==> config.mk <==
export PLATFORM = sky130hd
export DESIGN_NAME = unite_controle
export DESIGN_NICKNAME = d
export VERILOG_FILES = /design/src/rtl/cpu_pkg.sv /design/src/rtl/pc_counter.sv /design/src/rtl/unite_controle.sv
export SDC_FILE = /design/constraint.sdc
export NUM_CORES = 1
export LEC_CHECK = 0
export CORE_AREA = 5 5 61 63
export DETAILED_ROUTE_END_ITERATION = 12
export DIE_AREA = 0 0 66 68
export GPL_TIMING_DRIVEN = 0
export PLACE_DENSITY = 0.77
export SKIP_CTS_REPAIR_TIMING = 1
export SLEW_MARGIN = 40
export SYNTH_ARGS = -nofsm -noshare
export SYNTH_HDL_FRONTEND = slang
export SYNTH_SLANG_ARGS = --single-unit
==> constraint.sdc <==
create_clock -name clk -period 2.3 [get_ports clk]
set_clock_uncertainty 0.1 [all_clocks]
set_input_delay 0.46 -clock clk [delete_from_list [all_inputs] [get_ports clk]]
set_output_delay 0.46 -clock clk [all_outputs]
set_load 0.05 [all_outputs]
==> src/rtl/cpu_pkg.sv <==
// Shared definitions for the 16-bit accumulator CPU: opcodes, UAL operation
// selects and the control-unit state encoding.
package cpu_pkg;

    localparam logic [2:0] OP_NOR = 3'b000;
    localparam logic [2:0] OP_LDA = 3'b001;
    localparam logic [2:0] OP_ADD = 3'b010;
    localparam logic [2:0] OP_SUB = 3'b011;
    localparam logic [2:0] OP_STA = 3'b100;
    localparam logic [2:0] OP_JMP = 3'b101;
    localparam logic [2:0] OP_JCC = 3'b110;
    localparam logic [2:0] OP_HLT = 3'b111;

    // UAL_IDLE yields result 0 and carry 0; it is the select outside S_ALU
    localparam logic [2:0] UAL_NOR  = 3'b000;
    localparam logic [2:0] UAL_IDLE = 3'b001;
    localparam logic [2:0] UAL_ADD  = 3'b010;
    localparam logic [2:0] UAL_SUB  = 3'b011;

    typedef enum logic [2:0] {
        S_FETCH  = 3'd0,
        S_DECODE = 3'd1,
        S_OPRD   = 3'd2,
        S_EXEC   = 3'd3,
        S_ALU    = 3'd4,
        S_STORE  = 3'd5,
        S_HALT   = 3'd6
    } state_t;

    function automatic logic [2:0] opcode_of(input logic [15:0] word);
        return word[15:13];
    endfunction

endpackage

==> src/rtl/pc_counter.sv <==
// Program counter: synchronous reset to RESET_PC, then load or increment
// (wrapping modulo 2^ADDR_W) on CE-qualified edges.
module pc_counter #(
    parameter int unsigned       ADDR_W   = 8,
    parameter logic [ADDR_W-1:0] RESET_PC = {ADDR_W{1'b0}}
) (
    input  logic              clk,
    input  logic              reset,
    input  logic              ce,
    input  logic              load,
    input  logic              inc,
    input  logic [ADDR_W-1:0] load_val,
    output logic [ADDR_W-1:0] pc
);

    logic [ADDR_W-1:0] pc_r;

    // PC register; load has priority over increment
    always_ff @(posedge clk) begin
        if (reset) begin
            pc_r <= RESET_PC;
        end else if (ce) begin
            if (load) begin
                pc_r <= load_val;
            end else if (inc) begin
                pc_r <= pc_r + ADDR_W'(1'b1);
            end else begin
                pc_r <= pc_r;
            end
        end else begin
            pc_r <= pc_r;
        end
    end

    assign pc = pc_r;

endmodule

==> src/rtl/unite_controle.sv <==
// Control unit of the 16-bit accumulator CPU: fetch/decode FSM sequencing the
// memory, R1/ACCU loads and the UAL. Owns IR and the carry flag.
module unite_controle
    import cpu_pkg::*;
#(
    parameter int unsigned       ADDR_W   = 8,
    parameter logic [ADDR_W-1:0] RESET_PC = {ADDR_W{1'b0}}
) (
    input  logic              clk,
    input  logic              reset,
    input  logic              CE,
    output logic [ADDR_W-1:0] mem_addr,
    output logic              mem_rd,
    output logic              mem_wr,
    input  logic [15:0]       mem_rdata,
    output logic              load_r1,
    output logic              load_accu,
    output logic              accu_src,
    output logic [2:0]        sel_UAL,
    input  logic              ual_carry,
    output logic [ADDR_W-1:0] pc,
    output logic              halted
);

    state_t            state_r, next_state_s;
    logic [2:0]        ir_op_r, ir_op_next_s;
    logic [ADDR_W-1:0] ir_addr_r, ir_addr_next_s;
    logic              carry_r, carry_next_s;
    logic              pc_load_s, pc_inc_s;
    logic              rd_s, wr_s, r1_s, acc_s;
    logic              strobe_en_s;
    logic [2:0]        dec_op_s;
    logic              unused_rdata_s;

    // Bits between the opcode and the address field carry no meaning
    assign unused_rdata_s = ^mem_rdata;
    assign dec_op_s       = opcode_of(mem_rdata);

    pc_counter #(
        .ADDR_W   (ADDR_W),
        .RESET_PC (RESET_PC)
    ) u_pc_counter (
        .clk      (clk),
        .reset    (reset),
        .ce       (CE),
        .load     (pc_load_s),
        .inc      (pc_inc_s),
        .load_val (mem_rdata[ADDR_W-1:0]),
        .pc       (pc)
    );

    // State, IR and carry registers; everything holds while CE is low
    always_ff @(posedge clk) begin
        if (reset) begin
            state_r   <= S_FETCH;
            ir_op_r   <= 3'b000;
            ir_addr_r <= {ADDR_W{1'b0}};
            carry_r   <= 1'b0;
        end else if (CE) begin
            state_r   <= next_state_s;
            ir_op_r   <= ir_op_next_s;
            ir_addr_r <= ir_addr_next_s;
            carry_r   <= carry_next_s;
        end else begin
            state_r   <= state_r;
            ir_op_r   <= ir_op_r;
            ir_addr_r <= ir_addr_r;
            carry_r   <= carry_r;
        end
    end

    // Next-state logic and Moore output decode
    always_comb begin
        next_state_s   = state_r;
        ir_op_next_s   = ir_op_r;
        ir_addr_next_s = ir_addr_r;
        carry_next_s   = carry_r;
        pc_load_s      = 1'b0;
        pc_inc_s       = 1'b0;
        rd_s           = 1'b0;
        wr_s           = 1'b0;
        r1_s           = 1'b0;
        acc_s          = 1'b0;
        accu_src       = 1'b0;
        sel_UAL        = UAL_IDLE;
        halted         = 1'b0;
        mem_addr       = pc;
        case (state_r)
            S_FETCH: begin
                rd_s         = 1'b1;
                next_state_s = S_DECODE;
            end
            S_DECODE: begin
                ir_op_next_s   = dec_op_s;
                ir_addr_next_s = mem_rdata[ADDR_W-1:0];
                pc_inc_s       = 1'b1;
                case (dec_op_s)
                    OP_HLT: next_state_s = S_HALT;
                    OP_JMP: begin
                        pc_load_s    = 1'b1;
                        next_state_s = S_FETCH;
                    end
                    OP_JCC: begin
                        // taken only when carry is clear; carry is consumed either way
                        if (!carry_r) begin
                            pc_load_s = 1'b1;
                        end else begin
                            pc_load_s = 1'b0;
                        end
                        carry_next_s = 1'b0;
                        next_state_s = S_FETCH;
                    end
                    OP_STA:  next_state_s = S_STORE;
                    default: next_state_s = S_OPRD;
                endcase
            end
            S_OPRD: begin
                mem_addr     = ir_addr_r;
                rd_s         = 1'b1;
                next_state_s = S_EXEC;
            end
            S_EXEC: begin
                if (ir_op_r == OP_LDA) begin
                    acc_s        = 1'b1;
                    accu_src     = 1'b1;
                    next_state_s = S_FETCH;
                end else begin
                    r1_s         = 1'b1;
                    next_state_s = S_ALU;
                end
            end
            S_ALU: begin
                sel_UAL      = ir_op_r;
                acc_s        = 1'b1;
                carry_next_s = ual_carry;
                next_state_s = S_FETCH;
            end
            S_STORE: begin
                mem_addr     = ir_addr_r;
                wr_s         = 1'b1;
                next_state_s = S_FETCH;
            end
            S_HALT: begin
                halted       = 1'b1;
                next_state_s = S_HALT;
            end
            default: next_state_s = S_FETCH;
        endcase
    end

    // Strobes are suppressed on stalled cycles and on the reset edge
    assign strobe_en_s = CE & ~reset;
    assign mem_rd      = rd_s  & strobe_en_s;
    assign mem_wr      = wr_s  & strobe_en_s;
    assign load_r1     = r1_s  & strobe_en_s;
    assign load_accu   = acc_s & strobe_en_s;

endmodule

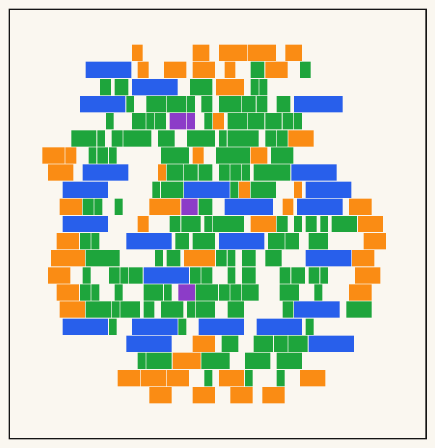
(run_1/cell_classes.png)
Blue marks flops, cells 23. Orange marks other buffers and delay cells, cells 49. Green marks all other logic, cells 128. Purple marks clock drivers and dummy loads, cells 4.
placeable core region: 3180 um^2
share of the core filled with cells: 0.580
num rows: 21
Final Cell Area: 1840 um^2
proportion of cell area occupied by registers: 0.251

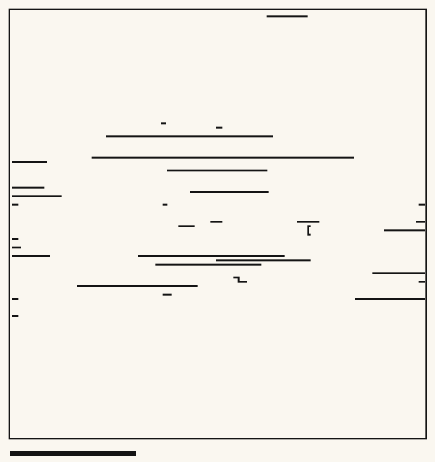
(run_1/met3.png)
Scale bar: 20 um.
The layer holds 6.6% of the routed length. The wires run mostly horizontal.
vias: 1386
total wire length after detailed routing: 3700 um
routing usage on met3: 0.0197

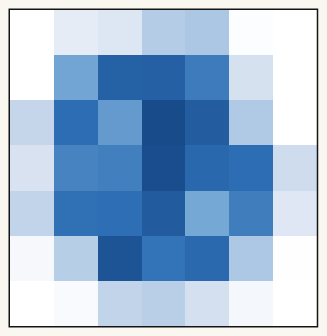
(run_1/density.png)
The die is cut into 7 by 7 equal tiles; white is low, dark blue is high, 0 to 100% covered.
The fullest tile reaches 89%. 25% of the tiles are over 75% full. The densest ninth of the die: centre.
Core Util at FP: 0.420

==> PnR_summary.wiki, run 1 <==
== Metrics ==
{| class="wikitable"
! Metric !! Value
|-
| Result of the run || finished, violations left
|-
| Violated checks || negative setup slack
|-
| Chip height || 68 um
|-
| Worst path slowest cell || dfxtp_2
|-
| Total of clock buffers placed in the layout || 4
|-
| Antenna violations before repair || 0
|-
| Post-Place Worst Slack || -0.553 ns
|-
| DRC violation count after routing || 0
|-
| Number of cells on the critical path || 5
|-
| Post-Synth Simple-Gate Area || 0.308
|-
| Count of buffer and inverter cells on the critical path || 2
|-
| Total clock buffers created by CTS || 3
|-
| Setup repair after global routing missed its margin || true
|-
| Worst R2R Path Depth || 4
|-
| Post-synth top flop || dfxtp_1
|-
| Cell types with the largest area share after synthesis || dfxtp_1, nand2_1, mux2_2
|-
| Fraction of met2 tracks used by global routing || 0.293
|-
| Post-detailed-route count of antenna-violating nets || 0
|-
| Worst setup path category || flip-flop to primary output
|-
| Part of the total power dissipated in combinational logic || 0.255
|-
| First-pass GRT wire length || 6150 um
|-
| Clock-pin slew on the worst setup and hold paths || 0.12 ns
|-
| Number of iterations in the first detailed-routing pass || 4
|-
| Top library cells by usage in the layout, fill and taps aside || nand2_1, dfxtp_1, clkdlybuf4s50_1
|-
| Routed length per placed instance || between 10 and 15 um
|-
| Cell Area, Placed || 1780 um^2
|-
| Number of flip-flops and latches || 23
|-
| Total grt overflow || 0
|-
| Transition time at the pin with the least slew margin || 0.506 ns
|-
| Final Non-Filler Cells || 250
|-
| Global-route met1 utilization || 0.225
|-
| Start point of the worst min-delay path || mem_rdata[13]
|-
| Final setup vio count || 1
|-
| Average size of a mapped cell || 8.25 um^2
|-
| CTS Root Cell || clkbuf_4
|-
| Share of synthesized cell area in and-or and or-and compound cells || 0.185
|-
| Global routing's busiest layer || met2
|-
| Number of cells on the worst hold path || 3
|-
| Yosys Instances || 162
|-
| Number of cells produced by synthesis || ~160
|-
| Flip-flops with a built-in enable || 0
|-
| Post-layout worst setup margin || -0.0208 ns
|-
| Worst reg2reg setup slack || around 0.5 ns
|-
| Diodes inserted || 0
|-
| Area leader share || 0.345
|-
| Logic area || a little over 800 um^2
|-
| Cell-by-cell listing of the critical path || buf_6 -> nand2b_4 -> mux2_4 -> mux2_4 -> buf_8
|-
| Final period util || 1.01
|}
--- run 2 (diff from run 1) ---
MAX_ROUTING_LAYER = met4   (was unset)
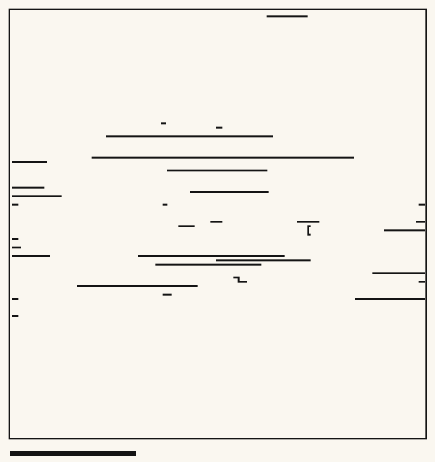
(run_2/met3.png)
Scale bar: 20 um.
28 nets have wire on it. The layer holds 6.6% of the routed length. The layer carries 244 um of wire. The longest straight run is 41.4 um.

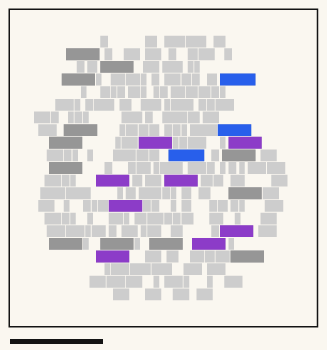
(run_2/registers.png)
Scale bar: 20 um. Other sequential cells in the stronger grey, the rest of the logic in the fainter grey.
Blue marks `state_r`, sequential cells 3. Purple marks `u_pc_counter.pc`, sequential cells 8.
Another 12 sequential cells are not coloured.
FF/Latch Area: 463 um^2
power in sequential cells: 0.432 mW

==> PnR_summary.wiki, run 2 <==
== Metrics ==
{| class="wikitable"
! Metric !! Value
|-
| Top library cells by usage in the layout, fill and taps aside || nand2_1, dfxtp_1, clkdlybuf4s50_1
|-
| Overall fraction of global-route tracks in use || 0.178
|-
| Total wire length after detailed routing || 3700 um (unchanged)
|-
| Start point of the worst min-delay path || mem_rdata[13]
|-
| Num rows || 21 (unchanged)
|-
| Chip height || 68 um (unchanged)
|-
| Total grt overflow || 0 (unchanged)
|-
| Antenna violations before repair || 0 (unchanged)
|-
| Worst R2R Path Depth || 4 (unchanged)
|-
| Yosys Instances || 162 (unchanged)
|-
| Total of clock buffers placed in the layout || 4 (unchanged)
|-
| Routed length per placed instance || 14.8 um (unchanged)
|-
| Post-synth top flop || dfxtp_1
|-
| Result of the run || finished, violations left
|-
| Proportion of cell area occupied by registers || 0.251 (unchanged)
|-
| Final Cell Area || 1840 um^2 (unchanged)
|-
| Number of cells on the critical path || 5 (unchanged)
|-
| Fraction of met2 tracks used by global routing || 0.293 (unchanged)
|-
| Transition time at the pin with the least slew margin || 0.506 ns (unchanged)
|-
| Number of iterations in the first detailed-routing pass || 4 (unchanged)
|-
| Routing usage on met3 || 0.0197 (unchanged)
|-
| Cell types with the largest area share after synthesis || dfxtp_1, nand2_1, mux2_2
|-
| Logic area || 831 um^2 (unchanged)
|-
| Area leader share || 0.345 (unchanged)
|-
| Final Non-Filler Cells || 250 (unchanged)
|-
| Violated checks || negative setup slack
|-
| Number of cells on the worst hold path || 3 (unchanged)
|-
| Count of buffer and inverter cells on the critical path || 2 (unchanged)
|-
| Core Util at FP || 0.420 (unchanged)
|-
| Placeable core region || 3180 um^2 (unchanged)
|-
| Clock-pin slew on the worst setup and hold paths || 0.12 ns (about the same)
|-
| Share of synthesized cell area in and-or and or-and compound cells || 0.185 (unchanged)
|-
| Worst path slowest cell || dfxtp_2
|-
| Number of cells produced by synthesis || 162 (unchanged)
|-
| Data buffer area share || 0.249
|-
| Worst reg2reg setup slack || 0.50 ns (about the same)
|-
| Final setup vio count || 1 (unchanged)
|-
| Vias || 1386 (unchanged)
|-
| Final period util || 1.01 (unchanged)
|-
| CTS Root Cell || clkbuf_4
|-
| First-pass GRT wire length || 6150 um (unchanged)
|-
| Post-layout worst setup margin || -0.0208 ns (unchanged)
|-
| Flip-flops with a built-in enable || 0 (unchanged)
|-
| Post-Place Worst Slack || -0.553 ns (unchanged)
|-
| Diodes inserted || 0 (unchanged)
|-
| Number of flip-flops and latches || 23 (unchanged)
|-
| Global-route met1 utilization || 0.225 (unchanged)
|-
| Cell Area, Placed || 1780 um^2 (unchanged)
|-
| Setup repair after global routing missed its margin || true
|-
| Clk pwr share || 0.230
|-
| DRC violation count after routing || 0 (unchanged)
|}
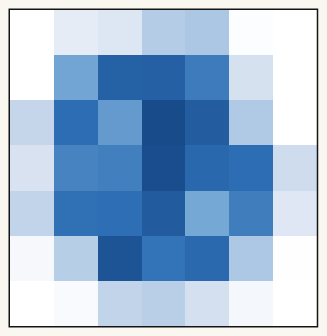
(run_2/density.png)
The die is cut into 7 by 7 equal tiles; white is low, dark blue is high, 0 to 100% covered.

--- run 3 (diff from run 2) ---
CAP_MARGIN = 20   (was unset)
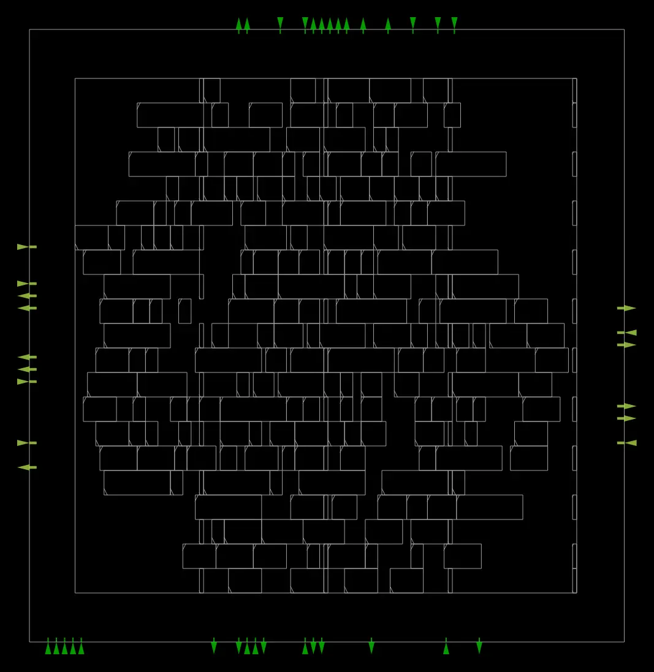
(run_3/final_placement.png)
Final Non-Filler Cells: 250
number of flip-flops and latches: 23
tap cell count: 46

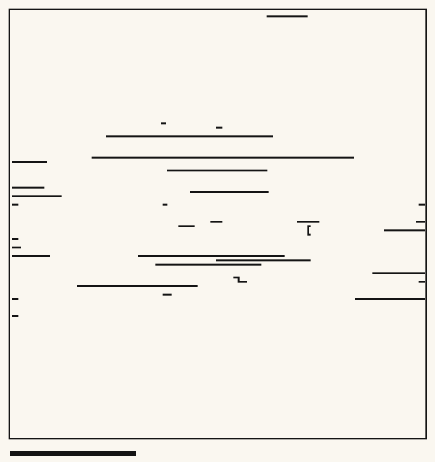
(run_3/met3.png)
Scale bar: 20 um.

==> PnR_summary.wiki, run 3 <==
== Metrics ==
{| class="wikitable"
! Metric !! Value
|-
| CTS Root Cell || clkbuf_4
|-
| Number of cells on the critical path || 5 (unchanged)
|-
| Data buffer area share || 0.249 (unchanged)
|-
| Routed length per placed instance || 14.8 um (unchanged)
|-
| Worst setup path start || state_r[2]$_SDFFE_PP0P_
|-
| Setup repair after global routing missed its margin || true
|-
| Final Cell Area || 1840 um^2 (unchanged)
|-
| Total grt overflow || 0 (unchanged)
|-
| Top library cells by usage in the layout, fill and taps aside || nand2_1, dfxtp_1, clkdlybuf4s50_1
|-
| Worst path slowest cell || dfxtp_2
|-
| Global routing's busiest layer || met2
|-
| Achievable frequency || 431 MHz
|-
| Start point of the worst min-delay path || mem_rdata[13]
|-
| Worst reg2reg setup slack || 0.50 ns (about the same)
|-
| Clock Sink Count || 23
|-
| Met2 wire len || 1810 um
|-
| Adder-Cell Fraction of Synth Area || 0.00936
|-
| Final Hold Vio Count || 0
|-
| Area of the synthesized netlist per yosys stat || 1340 um^2
|-
| Logic area || 831 um^2 (unchanged)
|-
| Top logic cell family in the synthesized netlist || simple AND/OR/NAND/NOR gates
|-
| Fraction of met2 tracks used by global routing || 0.293 (unchanged)
|-
| Uppermost metal layer occupied by signal nets || met4
|-
| Num rows || 21 (unchanged)
|-
| Die Outline Area || 4490 um^2
|-
| Overall fraction of global-route tracks in use || 0.178 (unchanged)
|-
| Proportion of synthesized flip-flops having asynchronous set or reset || 0
|-
| Post-layout worst setup margin || -0.0208 ns (unchanged)
|-
| Plain + repair buffers || 49
|-
| R2r startpoint || u_pc_counter.pc[2]$_SDFFE_PP0P_
|-
| Switching part of the total || 0.316
|-
| Post-Synth Simple-Gate Area || 0.308
|-
| Number of cells on the worst hold path || 3 (unchanged)
|-
| RePlAce Congestion || 0.868
|-
| Yosys Instances || 162 (unchanged)
|-
| FF/Latch Area || 463 um^2 (unchanged)
|-
| Vias || 1386 (unchanged)
|-
| Required time reported for the critical path endpoint || 1.74 ns
|-
| Final setup vio count || 1 (unchanged)
|-
| Multi-Input Combinational || approximately 130
|-
| Worst R2R Path Depth || 4 (unchanged)
|-
| Flip-flops with a built-in enable || 0 (unchanged)
|-
| Core Util at FP || 0.420 (unchanged)
|-
| Highest-power group || sequential cells
|-
| Post-synthesis sequential element count || 23
|-
| Final period util || 1.01 (unchanged)
|-
| MUX share of area || 0.0833
|-
| Most used logic cell in the final layout || nand2_1
|-
| Routing usage on met3 || 0.0197 (unchanged)
|-
| Result of the run || finished, violations left
|-
| Max-cap violation count || 0
|-
| Post-Place Worst Slack || -0.553 ns (unchanged)
|-
| Global-route met1 utilization || 0.225 (unchanged)
|-
| Total wire length after detailed routing || 3700 um (unchanged)
|-
| Violated checks || negative setup slack
|-
| Synth top cell by count || nand2_1
|-
| Worst endpoint data arrival time || 1.76 ns
|-
| Cell Area, Placed || 1780 um^2 (unchanged)
|-
| Total of clock buffers placed in the layout || 4 (unchanged)
|-
| Number of cells produced by synthesis || 162 (unchanged)
|-
| Chip height || 68 um (unchanged)
|-
| Number of iterations in the first detailed-routing pass || 4 (unchanged)
|-
| Via-to-Cell Ratio || roughly 5.5
|-
| Clock-pin slew on the worst setup and hold paths || 0.12 ns (about the same)
|-
| Sum of negative setup slack || -0.0208 ns
|-
| First-pass GRT wire length || 6150 um (unchanged)
|-
| Placeable core region || 3180 um^2 (unchanged)
|-
| Number of warnings in the stage logs || 32
|-
| Post-synthesis cell type with the largest combined area || dfxtp_1
|-
| Power Density || ~460 nW/um^2
|-
| Power in sequential cells || 0.432 mW (about the same)
|-
| Clk pwr share || 0.230 (about the same)
|-
| Proportion of cell area occupied by registers || 0.251 (unchanged)
|-
| Area leader share || 0.345 (unchanged)
|-
| Antenna violations before repair || 0 (unchanged)
|-
| Number of inverters outside the clock class in the layout || 2
|-
| Cell types with the largest area share after synthesis || dfxtp_1, nand2_1, mux2_2
|-
| DRC violation count after routing || 0 (unchanged)
|-
| Diodes inserted || 0 (unchanged)
|-
| Share of synthesized cell area in and-or and or-and compound cells || 0.185 (unchanged)
|-
| Seq share, synth || 0.345
|-
| Transition time at the pin with the least slew margin || 0.506 ns (unchanged)
|-
| Total power consumption of the routed design || 0.839 mW
|-
| Count of buffer and inverter cells on the critical path || 2 (unchanged)
|-
| Post-synth top flop || dfxtp_1
|}
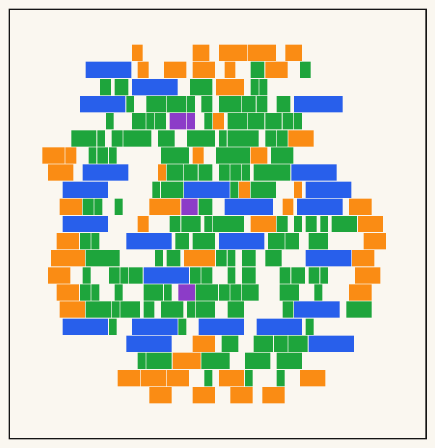
(run_3/cell_classes.png)
Green marks all other logic, cells 128. Orange marks other buffers and delay cells, cells 49. Purple marks clock drivers and dummy loads, cells 4. Blue marks flops, cells 23.

Power and IR drop assume default switching activity.
